Figure 1. Metal 1.
The bar under the picture is 10 um long. Supply wires on this layer in grey.
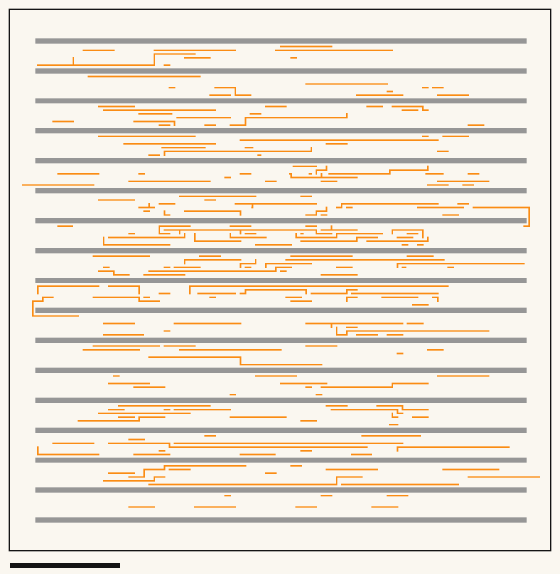
Figure 2. M2 wires.
The bar under the picture is 10 um long.
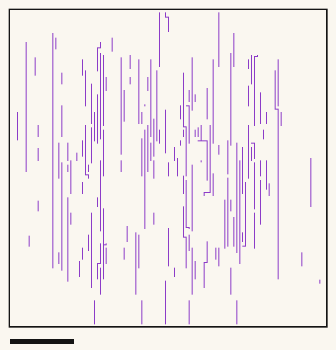
Figure 3. Metal 3.
Cells faint in the background.
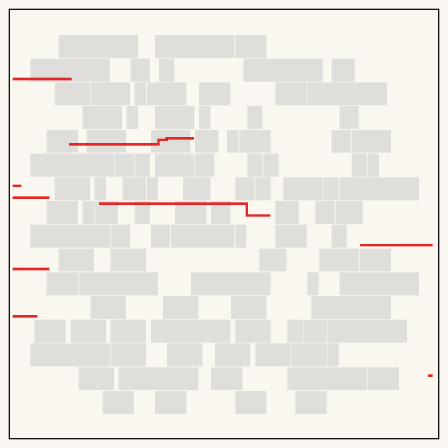
===== config.mk =====
export PLATFORM = sky130hd
export DESIGN_NAME = serial_tx
export DESIGN_NICKNAME = d
export VERILOG_FILES = /design/src/rtl/serial_tx.sv
export SDC_FILE = /design/constraint.sdc
export NUM_CORES = 1
export LEC_CHECK = 0
export CORE_MARGIN = 2
export CORE_UTILIZATION = 50
export DETAILED_ROUTE_END_ITERATION = 8
export MAX_ROUTING_LAYER = met4
export PLACE_DENSITY_LB_ADDON = 0.12
export RECOVER_POWER = 50
export SLEW_MARGIN = 20
export SYNTH_ARGS = -nofsm -noshare
export SYNTH_HDL_FRONTEND = slang
export SYNTH_SLANG_ARGS = --single-unit

===== constraint.sdc =====
create_clock -name clk -period 4 [get_ports clk]
set_clock_uncertainty 0.05 [all_clocks]
set_input_delay 0.6 -clock clk [delete_from_list [all_inputs] [get_ports clk]]
set_output_delay 0.6 -clock clk [all_outputs]
set_load 0.01 [all_outputs]

===== src/rtl/serial_tx.sv =====
// Parallel-to-serial transmitter: sends a WIDTH-bit word LSB-first framed by a
// start bit (0) and a stop bit (1), holding every bit for CLKS_PER_BIT clocks.
module serial_tx #(
    parameter int WIDTH        = 8,
    parameter int CLKS_PER_BIT = 4
) (
    input  logic             clk,
    input  logic             rst_n,
    input  logic [WIDTH-1:0] data_in,
    input  logic             load,
    output logic             ready,
    output logic             tx,
    output logic             busy,
    output logic             done
);

    localparam int CNT_W = (CLKS_PER_BIT > 1) ? $clog2(CLKS_PER_BIT) : 1;
    localparam int IDX_W = (WIDTH > 1) ? $clog2(WIDTH) : 1;
    localparam logic [CNT_W-1:0] CNT_LAST = CNT_W'(CLKS_PER_BIT - 1);
    localparam logic [IDX_W-1:0] IDX_LAST = IDX_W'(WIDTH - 1);

    typedef enum logic [1:0] {
        IDLE,
        START,
        DATA,
        STOP
    } state_t;

    state_t           state_q, state_d;
    logic [CNT_W-1:0] cnt_q, cnt_d;
    logic [IDX_W-1:0] idx_q, idx_d;
    logic [WIDTH-1:0] shift_q, shift_d;
    logic             tx_q, tx_d;
    logic             done_q, done_d;

    logic             bit_end;
    logic [WIDTH-1:0] shift_nx;

    assign bit_end  = (cnt_q == CNT_LAST);
    assign shift_nx = shift_q >> 1;

    always_comb begin
        state_d = state_q;
        cnt_d   = cnt_q;
        idx_d   = idx_q;
        shift_d = shift_q;
        tx_d    = tx_q;
        done_d  = 1'b0;

        case (state_q)
            IDLE: begin
                tx_d = 1'b1;
                if (load) begin
                    shift_d = data_in;
                    tx_d    = 1'b0;
                    cnt_d   = '0;
                    idx_d   = '0;
                    state_d = START;
                end
            end
            START: begin
                if (bit_end) begin
                    cnt_d   = '0;
                    tx_d    = shift_q[0];
                    state_d = DATA;
                end else begin
                    cnt_d = cnt_q + 1'b1;
                end
            end
            DATA: begin
                if (bit_end) begin
                    cnt_d = '0;
                    // Last data bit finished: stop bit goes out, index rewinds
                    if (idx_q == IDX_LAST) begin
                        idx_d   = '0;
                        tx_d    = 1'b1;
                        state_d = STOP;
                    end else begin
                        idx_d   = idx_q + 1'b1;
                        shift_d = shift_nx;
                        tx_d    = shift_nx[0];
                    end
                end else begin
                    cnt_d = cnt_q + 1'b1;
                end
            end
            STOP: begin
                if (bit_end) begin
                    cnt_d   = '0;
                    done_d  = 1'b1;
                    state_d = IDLE;
                end else begin
                    cnt_d = cnt_q + 1'b1;
                end
            end
            default: begin
                state_d = IDLE;
                tx_d    = 1'b1;
                cnt_d   = '0;
                idx_d   = '0;
            end
        endcase
    end

    always_ff @(posedge clk or negedge rst_n) begin
        if (!rst_n) begin
            state_q <= IDLE;
            cnt_q   <= '0;
            idx_q   <= '0;
            shift_q <= '0;
            tx_q    <= 1'b1;
            done_q  <= 1'b0;
        end else begin
            state_q <= state_d;
            cnt_q   <= cnt_d;
            idx_q   <= idx_d;
            shift_q <= shift_d;
            tx_q    <= tx_d;
            done_q  <= done_d;
        end
    end

    // All outputs are decoded from registers only; load never reaches them combinationally.
    assign ready = (state_q == IDLE);
    assign busy  = !ready;
    assign tx    = tx_q;
    assign done  = done_q;

endmodule


==> flow_metrics.tcl <==
# implementation run metrics
set metrics [dict create \
    ys_sh_adder_pct 12.3 \
    regToRegStartpoint "state_q[0]$_DFFE_PN0P_" \
    syn_avg_cell_area_um2 11.5 \
    setup-violations-final 0 \
    top_logic_kind "multiplexers" \
    dr.pass1.iters 4 \
    warning_count 32 \
    cts_resized 0 \
    timing.rr.end "shift_q[0]$_DFFE_PN0P_" \
    die_x_um 49.1 \
    drive_above_1_share_pct 20.6 \
    clk_path_buf_depth 2 \
    drv_cap 0 \
    status "completed" \
    cts_made_buffers 3 \
    hold_path.class "flop to flop" \
    synth-warning-count 0 \
    hp-start "cnt_q[1]$_DFFE_PN0N_" \
    placed_cells 125 \
    period_used_pct 59.9 \
    via_per_inst 5.35 \
    irDropWorstVdd_uv 415 \
    grt_max_degree 18 \
    synth_flops 17 \
    path_max_fanout 7 \
    worstPathRequired_ns 3.35 \
    place_area_mm2 0.00116 \
    yosys-stat-area_mm2 0.00101 \
    worst_setup_path_start_kind "flop" \
    cts.sinks 17 \
    tightest_slew_ns 0.768 \
    p_clk_share_pct 10.3 \
    path_cells "inv_1 > ha_1 > inv_1 > clkdlybuf4s50_1" \
    grt_pass1_wl_mm 3.13 \
    clk_pin_slew_ns 0.11 \
    synth_area_mm2 0.00101 \
    slew_headroom_pct 48.6 \
    ys_sh_simple_pct 9.74 \
    chipArea_mm2 0.00241 \
    ys_seq_share_pct 42.0 \
    internal_power_mw 0.571 \
    synth_top_area_share_pct 39.5 \
    period_needed_ns 2.40 \
    rsz0062_at_grt "false" \
    p_leak_nw 0.518 \
    synthMuxAreaShare_pct 18.7 \
    grt_pass1_vias 698 \
    path_class "flop to output port" \
    worstRegToRegCells 5 \
    clk_latency_ns 0.29 \
    path_buffers 3 \
    top_area_cell "dfrtp_1" \
    grt_antenna_before_repair 0 \
    avgRoutedWirePerCell_um 13.7 \
    nets 124 \
    syn_inst 88 \
    crit_path_frequent_cell "inv_1" \
    final_max_slew_viol_count 0 \
    synth-edff-count 0 \
    cts_tree "built" \
    switching_share_pct 37.9 \
    fin_tns_setup_ns 0 \
    num_io_pins 15 \
    switchingPower_mw 0.348 \
    power_mw 0.919 \
    stdcell_count 129 \
    holdPathEnd "cnt_q[1]$_DFFE_PN0N_" \
    synthXorXnorAreaFrac_pct 0 \
    fp_util_pct 52.3 \
    gp_congestion 0.770 \
    core_mm2 0.00194 \
    synth_nets 109 \
    cp-end-kind "output port" \
    ant_nets 0 \
    ys_cells 88 \
    critical-path-max-stage-delay_ns 0.54 \
    comb_area_um2 541 \
    r2r_slack_ns 1.67 \
    seq_area_um2 427 \
    fill_cells 176 \
    grt_overflow 0 \
    finalHoldViolations 0 \
    p_seq_share_pct 34.0 \
    areaGrowthSynthToFinish_pct 16.9 \
]
-- Figure 1 (at the start) --
The layer carries 882 um of wire. The wires run mostly horizontal. 109 nets have wire on it. The longest straight run is 23.5 um.
vias post-DR: 690
grt met1 use: 21.6%
DRT Wirelength: 1.77 mm

-- Figure 2 (at the start) --
The wires run mostly vertical. The longest straight run is 36.4 um. The layer holds 46% of the routed length. The layer carries 815 um of wire. 101 nets have wire on it.

-- Figure 3 (at the start) --
8 nets have wire on it. The wires run mostly horizontal. The layer holds 3.5% of the routed length. The longest straight run is 16.8 um.
M3 GR Usage: 6.13%

==> state kept, by name, indices dropped and copies added (netlist names) <==
register,flops
done,1
tx,1
cnt_q,2
state_q,2
shift_q,8
idx_q,3
==> cells in the mapped netlist, drive strengths merged (2+ instances only) <==
| cell | instances |
|---|---|
| buf | 4 |
| nand2b | 5 |
| ha | 10 |
| nor2 | 2 |
| a21oi | 2 |
| nand3 | 2 |
| inv | 5 |
| mux2 | 16 |
| nor2b | 2 |
| dfrtp | 16 |
| nand2 | 3 |
| o21ai | 6 |
==> layout make-up <==
cell class / instances / area share (%)
Tap cell: 27 / 2.85
Inverter: 5 / 1.58
Clock buffer: 4 / 2.22
Multi-Input combinational cell: 62 / 45.6
Sequential cell: 17 / 36.0
Timing Repair Buffer: 14 / 11.8
==> through the flow <==
step,util (%),hold WS [ns],setup WS [ns]
finish,61.1,0.447,1.60
detailed placement,59.7,0.430,1.62
floorplan,-,0.254,2.11
global placement,59.7,0.422,1.68
global route,61.1,0.489,1.50
CTS,61.1,0.455,1.58
==> worst max path at each step <==
stage / cells after the start / to / slack (ns)
floorplan: 6 / shift_q[0]$_DFFE_PN0P_ / 2.11
global placement: 4 / shift_q[5]$_DFFE_PN0P_ / 1.68
detailed placement: 4 / shift_q[6]$_DFFE_PN0P_ / 1.62
CTS: 3 / ready / 1.58
global route: 3 / ready / 1.50
finish: 4 / busy / 1.60
==> power groups by stage <==
| stage | Clock, mW | Combinational (mW) | Sequential [mW] |
|---|---|---|---|
| 6_report | 0.0951 | 0.512 | 0.312 |
| 5_1_grt | 0.106 | 0.566 | 0.325 |
| 4_1_cts | 0.100 | 0.519 | 0.314 |
| 3_5_place_dp | 0 | 0.515 | 0.317 |
| 3_3_place_gp | 0 | 0.506 | 0.313 |
| 2_1_floorplan | 0 | 0.410 | 0.306 |
==> cell families (layout without fill, tap and decap cells) <==
logic type | Yosys count | count (layout)
AOI/OAI and AO/OA | 17 | 17
adders and majority gates | 10 | 10
buffers and inverters | 9 | 23
DFF | 17 | 17
muxes | 17 | 17
and+or+nand+nor | 18 | 18
==> tightest hold or removal path, delay by kind of cell (launching register included) <==
family           cells  cell delay, ns
AND-OR/OR-AND        1            0.06
AND/OR/NAND/NOR      1            0.05
flip-flops           1            0.36
==> metal layers <==
metal | up-vias | wire [um] | global-route usage (%)
met4 | 0 | 7 | 2.86
met1 | 337 | 881 | 21.6
li1 | 341 | - | -
met2 | 10 | 815 | 27.6
met3 | 2 | 61 | 6.13
met5 | - | 0 | -
Power is estimated from default activity; no workload was simulated.
